### config.mk
export PLATFORM = sky130hd
export DESIGN_NAME = msk_cipher_out_serializer
export DESIGN_NICKNAME = d
export VERILOG_FILES = /design/src/rtl/msk_cipher_out_serializer.sv
export SDC_FILE = /design/constraint.sdc
export NUM_CORES = 1
export LEC_CHECK = 0
export ABC_AREA = 1
export CAP_MARGIN = 20
export CORE_ASPECT_RATIO = 1.1
export CORE_UTILIZATION = 50
export CTS_BUF_LIST = sky130_fd_sc_hd__clkbuf_4 sky130_fd_sc_hd__clkbuf_8
export CTS_CLUSTER_DIAMETER = 200
export DETAILED_ROUTE_END_ITERATION = 8
export HOLD_SLACK_MARGIN = 0.12
export PLACE_DENSITY = 0.8
export SYNTH_ARGS = -nofsm -noshare
export SYNTH_HDL_FRONTEND = slang
export SYNTH_SLANG_ARGS = --single-unit
### constraint.sdc
create_clock -name clk -period 2 [get_ports clk]
set_input_delay 0.3 -clock clk [delete_from_list [all_inputs] [get_ports clk]]
set_output_delay 0.3 -clock clk [all_outputs]
set_load 0.03 [all_outputs]
### src/rtl/msk_cipher_out_serializer.sv
// Serializes one masked 128-bit ciphertext from the AES core into four 32-bit masked words.
// Shares are only moved, never combined; the buffer shifts in zeros as words leave.
module msk_cipher_out_serializer #(
    parameter int d = 2
) (
    input  logic                clk,
    input  logic                rst,
    input  logic                core_cipher_valid,
    input  logic [128*d-1:0]    core_sh_ciphertext,
    output logic                core_out_ready,
    output logic                out_valid,
    input  logic                out_ready,
    output logic [32*d-1:0]     out_sh_data,
    output logic                out_last,
    output logic                busy
);

    localparam int WordW = 32 * d;
    localparam int BufW  = 128 * d;

    localparam logic ST_IDLE = 1'b0;
    localparam logic ST_SEND = 1'b1;

    logic              r_state;
    logic [BufW-1:0]   r_buffer;
    logic [1:0]        r_cnt;

    logic              w_capture;
    logic              w_beat;

    assign core_out_ready = !rst && (r_state == ST_IDLE);
    assign out_valid      = (r_state == ST_SEND);
    assign busy           = (r_state == ST_SEND);
    assign out_last       = out_valid && (r_cnt == 2'd3);
    // Gate the data bus so held shares are never visible outside a valid beat.
    assign out_sh_data    = out_valid ? r_buffer[0 +: WordW] : '0;

    assign w_capture = core_cipher_valid && core_out_ready;
    assign w_beat    = out_valid && out_ready;

    always_ff @(posedge clk) begin
        if (rst) begin
            r_state  <= ST_IDLE;
            r_buffer <= '0;
            r_cnt    <= 2'd0;
        end else begin
            case (r_state)
                ST_IDLE: begin
                    if (w_capture) begin
                        r_buffer <= core_sh_ciphertext;
                        r_cnt    <= 2'd0;
                        r_state  <= ST_SEND;
                    end
                end
                ST_SEND: begin
                    if (w_beat) begin
                        // Zero fill from the top clears each share once it has been sent.
                        r_buffer <= {{WordW{1'b0}}, r_buffer[BufW-1:WordW]};
                        r_cnt    <= r_cnt + 2'd1;
                        if (r_cnt == 2'd3) begin
                            r_state <= ST_IDLE;
                        end
                    end
                end
                default: begin
                    r_state <= ST_IDLE;
                end
            endcase
        end
    end

endmodule

==> run_1/cell_classes.png <==
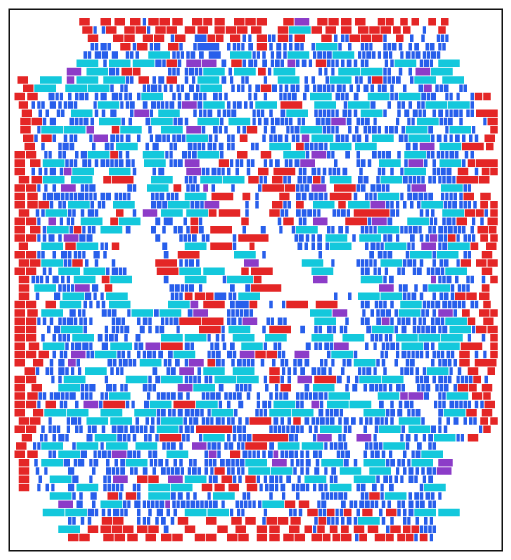
Red stands for other buffers and delay cells, cells 392. Blue stands for all other logic, cells 1879. Purple stands for clock drivers and dummy loads, cells 73. Cyan stands for flops, cells 259.
core area: 27120 sq um
post-layout instance area: 18430 sq um
Seq/total area: 28.15%
fin util: 67.97%

==> run_1/clock_map.png <==
Bar = 50 um.
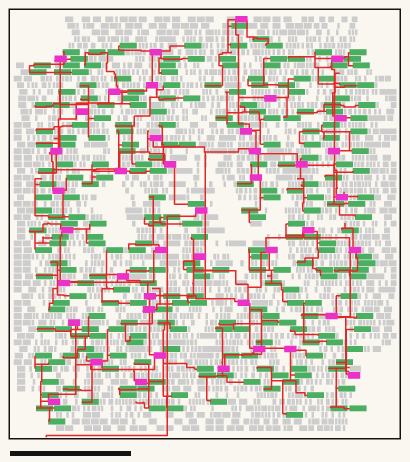
Green stands for flip-flops, count 259. Red stands for clock wires, length 3330 um. Magenta stands for cells driving clock nets, count 42.
Position of the flops: all over the die.
clock skew: 16.19 ps
part of the power in the clock network: 32.8%

==> flow_summary_export.csv, run 1 <==
group,metric,value,unit
run_status,status,"finished, final reports clean",
worst_hold_path,holdCritStartpoint,"core_sh_ciphertext[192]",
grt,grt_pass1_vias,12935,
clocking,post_cts_buffers,6,
pwr,pwr-share-comb,25.8,%
final_layout,clkbuf_count,69,
floorplanning,num_tap_cells,357,
drt,ant_nets,0,
final_timing,rsz0062_at_grt,"no",
final_layout,largest_reg_flops,256,
place,port_buffers,327,
pwr,p_sw_share,30.89,%
clocking,cts.clk_slew.worst_paths,60,ps
setup_path,critPathKind,"flop to output port",
final_timing,tns,0,ps
final_layout,lay_top_cells,"nand2_1, inv_1, clkdlybuf4s50_1",
synthesis,aoi_share,7.047,%
worst_hold_path,hold_class,"input port to flop",
final_layout,comb_area,6753,sq um
clocking,cts_resized,5,
pwr,p_comb,3760,uW
synthesis,ys_top_cells_by_count,"nand2_1, inv_1, dfxtp_1",
pwr,sequentialPower,6030,uW
grt,grt_pass1_wl,63.57,mm
clocking,clock-root-buffer,"clkbuf_8",
final_layout,drive_gt1_share,8.068,%
grt,globalRouteMet1Util,39.37,%
place,dp_cells,2876,
final_layout,nonClkBufAreaFrac,22.49,%
==> run_1/pdn.png <==
Bar = 50 um. Pins as bars on the die edge. Tap cells in grey.
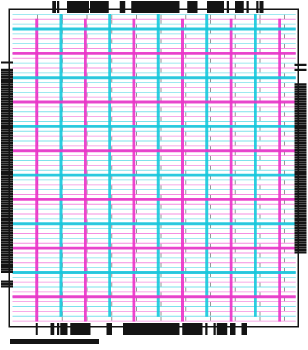
Magenta stands for VSS. Cyan stands for VDD.
357 tap cells. 11 straps on met4. 12 straps on met5. 328 signal pins sit on the boundary. The core has 63 rows.
Die Wd: 160.7 um
Die Height: 176.5 um
Peak VDD IR: 0.3932 mV

--- run 2 (diff from run 1) ---
CAP_MARGIN = unset   (was 20)
==> run_2/clock_map.png <==
Bar = 50 um.
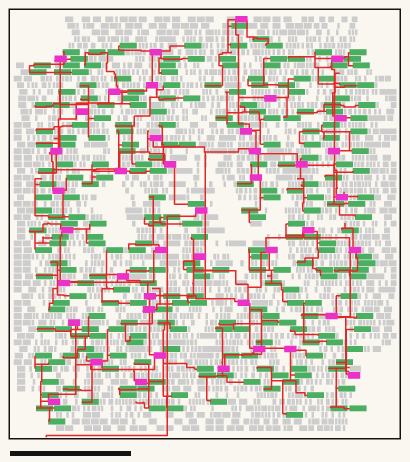
Green stands for flip-flops, count 259. Magenta stands for cells driving clock nets, count 42. Red stands for clock wires, length 3330 um.
Position of the flops: all over the die.
Late-Pin Clk Latency: 540 ps
clock group total power: 4770 uW

==> run_2/metal_stack.png <==
Bar = 50 um. Only two layers are drawn.
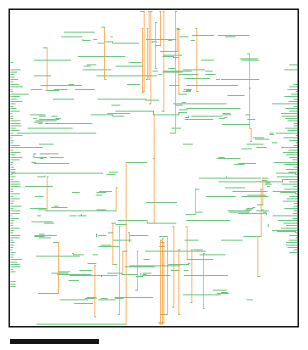
Green stands for met3, wire length 2960 um. Orange stands for met4, wire length 1330 um.
Post-Route WL: 40.43 mm
GRT Util Overall: 27.28%
via count: 14843

==> run 2 against run 1 <==
  * Critical path type unchanged
  * Clock-buffer cell count stayed put
  * Core utilization stayed put
  * Final area stayed put
  * Via count stayed put
  * Cell count stayed put
  * Synthesized area stayed put
  * Highest routed layer unchanged
  * Fmax stayed put
  * First-iteration DRC count stayed put
  * Global-route usage stayed put
  * Combinational power hardly changed
==> flow_summary_export.csv, run 2 <==
group,metric,value,unit
floorplanning,num_tap_cells,357,
pwr,pwr-share-comb,25.8,%
grt,grt_pass1_vias,12935,
grt,grt_pass1_wl,63.57,mm
pwr,p_comb,3760,uW
final_timing,tns,0,ps
pwr,clockPowerShare,32.8,%
final_layout,drive_gt1_share,8.068,%
synthesis,aoi_share,7.047,%
place,dp_cells,2876,
pwr,p_sw_share,30.89,%
place,port_buffers,327,
run_status,status,"finished, final reports clean",
worst_hold_path,hold_class,"input port to flop",
final_layout,final_area,18430,sq um
final_layout,nonClkBufAreaFrac,22.49,%
final_layout,utilization,67.97,%
pwr,max-vdd-ir-drop,0.3932,mV
setup_path,critPathKind,"flop to output port",
clocking,cts_resized,5,
final_layout,sh_seq_area,28.15,%
floorplanning,chipWidth,160.7,um
final_timing,rsz0062_at_grt,"no",
final_layout,clkbuf_count,69,
drt,ant_nets,0,
floorplanning,fp.dieH,176.5,um
final_timing,skew,16.19,ps
pwr,sequentialPower,6030,uW
clocking,clock-root-buffer,"clkbuf_8",
clocking,post_cts_buffers,6,
final_layout,lay_top_cells,"nand2_1, inv_1, clkdlybuf4s50_1",
floorplanning,core,27120,sq um
grt,globalRouteMet1Util,39.37,%
==> run_2/cell_classes.png <==
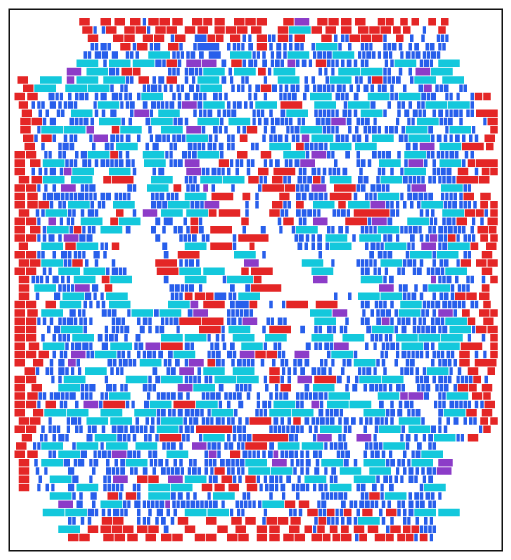

--- run 3 (diff from run 2) ---
CORE_UTILIZATION = 38   (was 50)
PLACE_DENSITY = unset   (was 0.8)
clock period = 2.3 ns   (was 2 ns; I/O delays follow)
==> run_3/cell_classes.png <==
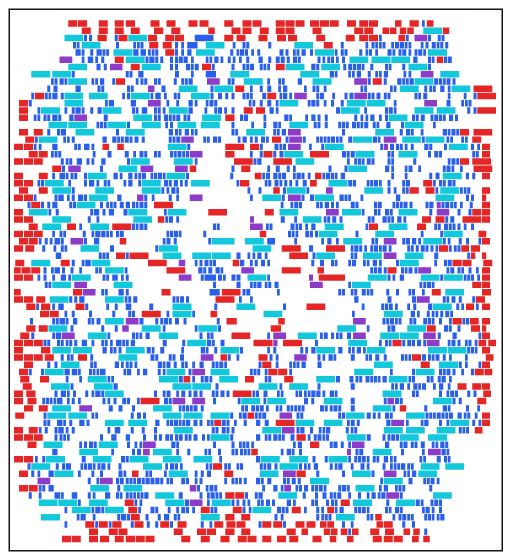
Cyan stands for flops, cells 259. Blue stands for all other logic, cells 1879. Red stands for other buffers and delay cells, cells 375. Purple stands for clock drivers and dummy loads, cells 75.
Seq/total area: 28.22%
FP Rows: 72
fin util: 51.80%

==> run 3 against run 2 <==
  * Global-route usage down 5.3 points
  * Clock skew is 3.7 ps lower
  * Clock power down 8.8%
  * Sequential power fell by 13%
  * Sequential share of layout area grew 0.065 points
  * Final area fell by 0.23%
  * Via count down 3.9%
  * Cell count up 3.7%
  * Critical endpoint unchanged
  * Critical path depth down 1
  * Total power shrank 13%
  * Highest routed layer unchanged
  * Non-clock buffer count fell by 17
  * Critical path type unchanged
==> flow_summary_export.csv, run 3 <==
group,metric,value,unit
final_timing,tns,0,ps
grt,grt_pass1_vias,12571,
drt,drt_wl_total,42.12,mm
floorplanning,fp.dieH,202.2,um
run_status,status,"finished, final reports clean",
pwr,max-vdd-ir-drop,0.3241,mV
final_timing,rsz0062_at_grt,"yes",
worst_hold_path,hold_class,"input port to flop",
clocking,cts.clk_slew.worst_paths,60,ps
place,port_buffers,327,
grt,globalRouteMet1Util,33.61,%
pwr,p_comb,3140,uW
final_layout,drive_gt1_share,6.530,%
grt,grt_util_all_layers,21.95,%
final_layout,comb_area,6753,sq um
pwr,pwr-share-comb,24.7,%
drt,ant_nets,0,
setup_path,critPathKind,"flop to output port",
pwr,sequentialPower,5240,uW
final_layout,clkbuf_count,69,
grt,grt_pass1_wl,66.18,mm
clocking,clock-root-buffer,"clkbuf_8",
clocking,cts_resized,32,
synthesis,ys_top_cells_by_count,"nand2_1, inv_1, dfxtp_1",
final_layout,largest_reg_flops,256,
pwr,p_sw_share,31.15,%
worst_hold_path,holdCritStartpoint,"core_sh_ciphertext[216]",
place,dp_cells,2992,
==> run_3/clock_map.png <==
Bar = 50 um.
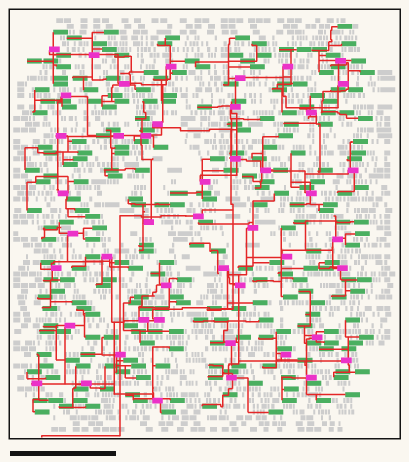
Magenta stands for cells driving clock nets, count 46. Red stands for clock wires, length 3870 um. Green stands for flip-flops, count 259.
Position of the flops: all over the die.
clock skew: 12.48 ps
part of the power in the clock network: 34.2%
clock group total power: 4350 uW
Late-Pin Clk Latency: 560 ps

No activity file was given, so power comes from the tool's default toggle rates.
